===== config.mk =====
export PLATFORM = sky130hd
export DESIGN_NAME = hilo_unit
export DESIGN_NICKNAME = d
export VERILOG_FILES = /design/src/rtl/hilo_pkg.sv /design/src/rtl/hilo_slot.sv /design/src/rtl/hilo_unit.sv
export SDC_FILE = /design/constraint.sdc
export NUM_CORES = 1
export LEC_CHECK = 0
export CAP_MARGIN = 20
export CORE_MARGIN = 2
export CORE_UTILIZATION = 49
export DETAILED_ROUTE_END_ITERATION = 8
export GPL_TIMING_DRIVEN = 0
export PLACE_DENSITY = 0.86
export SLEW_MARGIN = 10
export SYNTH_ARGS = -nofsm -noshare
export SYNTH_HDL_FRONTEND = slang
export SYNTH_SLANG_ARGS = --single-unit

===== constraint.sdc =====
create_clock -name clk -period 1.4 [get_ports clk]
set_input_delay 0.28 -clock clk [delete_from_list [all_inputs] [get_ports clk]]
set_output_delay 0.28 -clock clk [all_outputs]
set_load 0.02 [all_outputs]

===== src/rtl/hilo_pkg.sv =====
// Shared types and constants for the HI/LO writeback unit.
// Bypass build is selected with the HILO_BYPASS_EN macro (see hilo_unit).
package hilo_pkg;

  // Register data width and the write/reset polarities used across the core
  localparam int unsigned REG_DATA_WIDTH = 32;
  localparam logic        WRITE_ENABLE   = 1'b1;
  localparam logic        RST_ENABLE     = 1'b1;
  localparam logic [REG_DATA_WIDTH-1:0] ZERO_WORD = '0;

  // One in-flight HI/LO write; HI and LO enables are independent
  typedef struct packed {
    logic                      we_hi;
    logic                      we_lo;
    logic [REG_DATA_WIDTH-1:0] hi;
    logic [REG_DATA_WIDTH-1:0] lo;
  } slot_t;

  localparam slot_t SLOT_BUBBLE = '0;

  // Youngest-write-wins selection for one half
  function automatic logic [REG_DATA_WIDTH-1:0] hilo_pick(
    input logic                      m_we,
    input logic [REG_DATA_WIDTH-1:0] m_d,
    input logic                      w_we,
    input logic [REG_DATA_WIDTH-1:0] w_d,
    input logic [REG_DATA_WIDTH-1:0] arch
  );
    logic [REG_DATA_WIDTH-1:0] r;
    r = arch;
    if (w_we == WRITE_ENABLE) r = w_d;
    if (m_we == WRITE_ENABLE) r = m_d;
    return r;
  endfunction

endpackage


===== src/rtl/hilo_slot.sv =====
// One HI/LO pipeline slot with hold and bubble-insert controls.
module hilo_slot
  import hilo_pkg::*;
(
  input  logic  clk,
  input  logic  rst,
  input  logic  hold,
  input  logic  bubble,
  input  slot_t d,
  output slot_t q
);

  // Reset wins, then bubble (even while held), then hold, else load
  always_ff @(posedge clk) begin
    if (rst == RST_ENABLE) begin
      q <= SLOT_BUBBLE;
    end else if (bubble) begin
      q <= SLOT_BUBBLE;
    end else if (!hold) begin
      q <= d;
    end
  end

endmodule


===== src/rtl/hilo_unit.sv =====
// HI/LO side of the mul/div interface: EX -> M -> W slots, commit at WB,
// and HI/LO read values returned to the ALU.
// Macro HILO_BYPASS_EN: defined -> forward from M/W, hazard_stall tied 0;
// undefined -> read architectural HI/LO and request stalls on pending writes.
// DW must equal hilo_pkg::REG_DATA_WIDTH.
module hilo_unit
  import hilo_pkg::*;
#(
  parameter int unsigned DW = REG_DATA_WIDTH
) (
  input  logic          clk,
  input  logic          rst,
  input  logic          stall,
  input  logic          flush,
  input  logic          ex_we_hi,
  input  logic          ex_we_lo,
  input  logic [DW-1:0] ex_hi,
  input  logic [DW-1:0] ex_lo,
  input  logic          ex_rd_hi,
  input  logic          ex_rd_lo,
  output logic [DW-1:0] hi_in,
  output logic [DW-1:0] lo_in,
  output logic          hazard_stall,
  output logic [DW-1:0] hi_q,
  output logic [DW-1:0] lo_q
);

  slot_t ex_slot;
  slot_t m_slot;
  slot_t w_slot;

  // Pack the EX-stage ALU outputs into a slot payload
  always_comb begin
    ex_slot       = SLOT_BUBBLE;
    ex_slot.we_hi = ex_we_hi;
    ex_slot.we_lo = ex_we_lo;
    ex_slot.hi    = REG_DATA_WIDTH'(ex_hi);
    ex_slot.lo    = REG_DATA_WIDTH'(ex_lo);
  end

  // EX/MEM slot: flush turns it into a bubble regardless of stall
  hilo_slot u_m (
    .clk    (clk),
    .rst    (rst),
    .hold   (stall),
    .bubble (flush),
    .d      (ex_slot),
    .q      (m_slot)
  );

  // MEM/WB slot: never flushed, only held
  hilo_slot u_w (
    .clk    (clk),
    .rst    (rst),
    .hold   (stall),
    .bubble (1'b0),
    .d      (m_slot),
    .q      (w_slot)
  );

  // Architectural commit from the W slot, per half
  always_ff @(posedge clk) begin
    if (rst == RST_ENABLE) begin
      hi_q <= DW'(ZERO_WORD);
      lo_q <= DW'(ZERO_WORD);
    end else if (!stall) begin
      if (w_slot.we_hi == WRITE_ENABLE) hi_q <= DW'(w_slot.hi);
      if (w_slot.we_lo == WRITE_ENABLE) lo_q <= DW'(w_slot.lo);
    end
  end

`ifdef HILO_BYPASS_EN
  // Read-port inputs only matter when stalls are generated instead of forwarding
  logic unused_rd;
  assign unused_rd = ex_rd_hi ^ ex_rd_lo;

  // Forward the youngest in-flight write, else the architectural value
  always_comb begin
    hi_in        = hi_q;
    lo_in        = lo_q;
    hazard_stall = 1'b0;
    hi_in = DW'(hilo_pick(m_slot.we_hi, m_slot.hi, w_slot.we_hi, w_slot.hi,
                          REG_DATA_WIDTH'(hi_q)));
    lo_in = DW'(hilo_pick(m_slot.we_lo, m_slot.lo, w_slot.we_lo, w_slot.lo,
                          REG_DATA_WIDTH'(lo_q)));
  end
`else
  // No forwarding: read committed state and stall readers behind pending writes
  always_comb begin
    hi_in        = hi_q;
    lo_in        = lo_q;
    hazard_stall = (ex_rd_hi & (m_slot.we_hi | w_slot.we_hi)) |
                   (ex_rd_lo & (m_slot.we_lo | w_slot.we_lo));
  end
`endif

endmodule

### Routing congestion, run 1

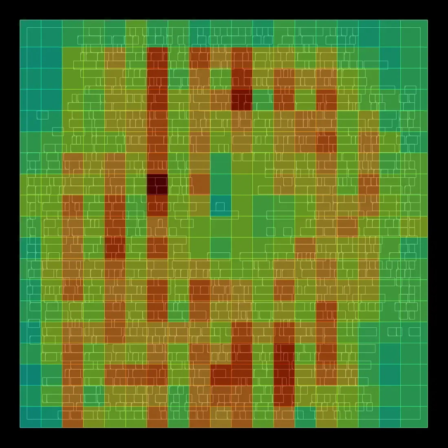
GR Layer Usage met3: 4.10%
Most Crowded Layer GR: met2
DR WL/cell: 15.5 um

### Wires at chosen ports, followed through buffers, run 1

Drawn at 3 px/um.
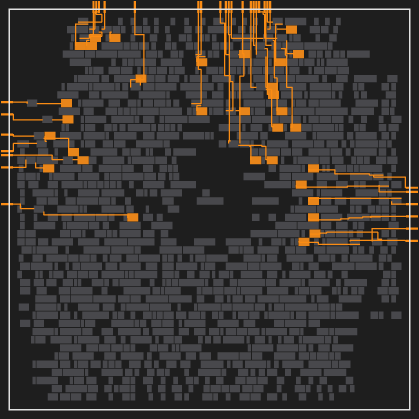
[orange] ex_lo | direction: input | edge: 19 top, 7 left, 6 right | end cells: 32 | buffers: 32 | wire: 951 um
IO buf count: 199
Ports: 201

### Sequential cells grouped by signal name, run 1

Drawn at 2 px/um.
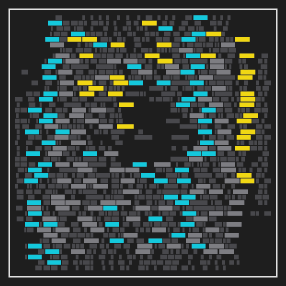
[yellow] lo_in | flops: 32
[cyan] u_m.q | flops: 66 | where: widely spread
not coloured: 98

### Signal wires by layer, run 1

Drawn at 3 px/um.
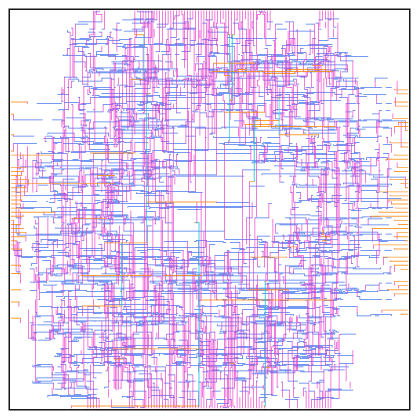
[magenta] met2 | wire length: 9650 um
[orange] met3 | wire length: 812 um
[cyan] met4 | wire length: 279 um
[blue] met1 | wire length: 8440 um
Total GRT Usage: 21.5%
final wirelength: 19.2 mm
total number of vias: 6096

==> qor.yml, run 1 <==
clocking:
  cts_tree: "built"
  clk_path_buf_depth: 2
  cts.sink_count: 196
  cts_setup_buffers: 3
  root_buffer: "clkbuf_16"
timing:
  setup_tns_ns: -0.114
  maxSlewHeadroom_pct: 65.1
  setup_ws_ns: -0.114
  hold_ws_ns: 0.345
  finalSetupViolCount: 1
  skew_ns: 0.00769
die:
  taps: 220
cells_and_area:
  comb_area_share_pct: 30.8
  top_regs: "u_m.q (66), u_w.q (66)"
  layout.nets: 1077
  drive_gt1_share_pct: 30.1
  inverters: 0
  n_antenna_cell: 0
  seqCellArea_um2: 4000
  finalInstanceArea_um2: 10800
  final_cell_mix: "dfxtp_1, mux2i_1, nor2_1"
synthesis:
  syn-cell-area_um2: 8160
  common_cells: "dfxtp_1, mux2i_1, nor2_1, buf_4"
  yosys-mux-area-fraction_pct: 16.2
  edf_count: 0
  logic_family: "simple AND/OR/NAND/NOR gates"
  fp_nets: 856
  topCellsByArea: "dfxtp_1, mux2i_1, nand4bb_1"
  top_area_cell: "dfxtp_1"
critical_path:
  worstSetupEndpointType: "primary output"
  cp-start-kind: "flip-flop"
  path_buffers: 2
  critPathMaxFanout: 2
  rr_endpoint: "lo_in[16]"
power:
  ir_worst_vdd_uv: 803
  power_sequential_w: 0.00572
  p_total_w: 0.0117
  switching_share_pct: 23.5
drt:
  drc: 0
  drtIter0Drc: 259
  met1_length_mm: 8.44
run:
  drv_cap: 0
placement:
  post-dp-hpwl_mm: 13.7
  post-place-cells: 1203
global_route:
  grt_use_met1_pct: 27.3
  antenna_found_initial: 0
  grt_max_degree: 20
outcome:
  status: "complete, but fails checks"
  violations: "setup timing"
hold_path:
  hp-start: "stall"
### Pin placement, run 1

Drawn at 2 px/um. Pins as bars across the die edge, other pins in grey.
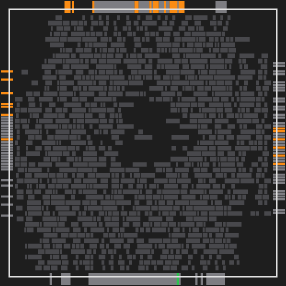

==> run 2, diff against run 1 <==
--- a/config.mk
+++ b/config.mk
@@ -10,7 +10,7 @@
 export CORE_UTILIZATION = 49
 export DETAILED_ROUTE_END_ITERATION = 8
 export GPL_TIMING_DRIVEN = 0
-export PLACE_DENSITY = 0.86
+export PLACE_DENSITY = 0.79
 export SLEW_MARGIN = 10
 export SYNTH_ARGS = -nofsm -noshare
 export SYNTH_HDL_FRONTEND = slang
### Pin placement, run 2

Drawn at 2 px/um. Pins as bars across the die edge, other pins in grey.
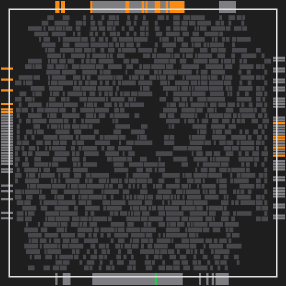
[green] ex_rd_lo | pins: 1 | direction: input | edge: bottom
[orange] ex_lo | pins: 32 | direction: input | edge: 21 top, 6 left, 5 right

==> run 2 against run 1 <==
Net effect:
- cell count is 0.16% higher
- die area stayed put
- utilization is 0.66 points lower
- synthesized cell count stayed put
- clock skew is 0.0028 ns lower
- routed wire length is 2.6% lower
- via count hardly changed
- non-clock buffer count is 1 higher
- the flow still finishes with violations (setup timing)
- sequential power hardly changed
- sequential cell count stayed put
==> qor.yml, run 2 <==
critical_path:
  critPathMaxFanout: 3
  path_buffers: 2
outcome:
  status: "complete, but fails checks"
  violations: "setup timing"
global_route:
  grt_max_degree: 17
timing:
  setup_ws_ns: -0.0729
  skew_ns: 0.00490
  finalSetupViolCount: 1
drt:
  drtIter0Drc: 298
  dr_total_vias: 6098
  met1_length_mm: 8.41
  wl_mm: 18.7
synthesis:
  edf_count: 0
  top_area_cell: "dfxtp_1"
  yosys-mux-area-fraction_pct: 16.2
  topCellsByArea: "dfxtp_1, mux2i_1, nand4bb_1"
  common_cells: "dfxtp_1, mux2i_1, nor2_1, buf_4"
cells_and_area:
  comb_area_share_pct: 31.0
  final_cell_mix: "dfxtp_1, mux2i_1, nor2_1"
placement:
  io_buffers: 199
die:
  taps: 220
  ioPinCount: 201
clocking:
  root_buffer: "clkbuf_16"
power:
  power_sequential_w: 0.00572
  switching_share_pct: 22.4
### Routing congestion, run 2

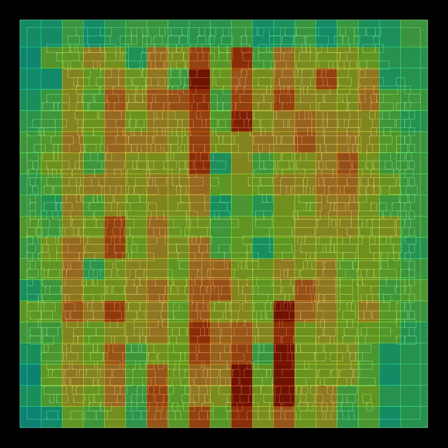
met2 usage: 36.2%
Total GRT Usage: 21.3%

No activity file was given, so power comes from the tool's default toggle rates.
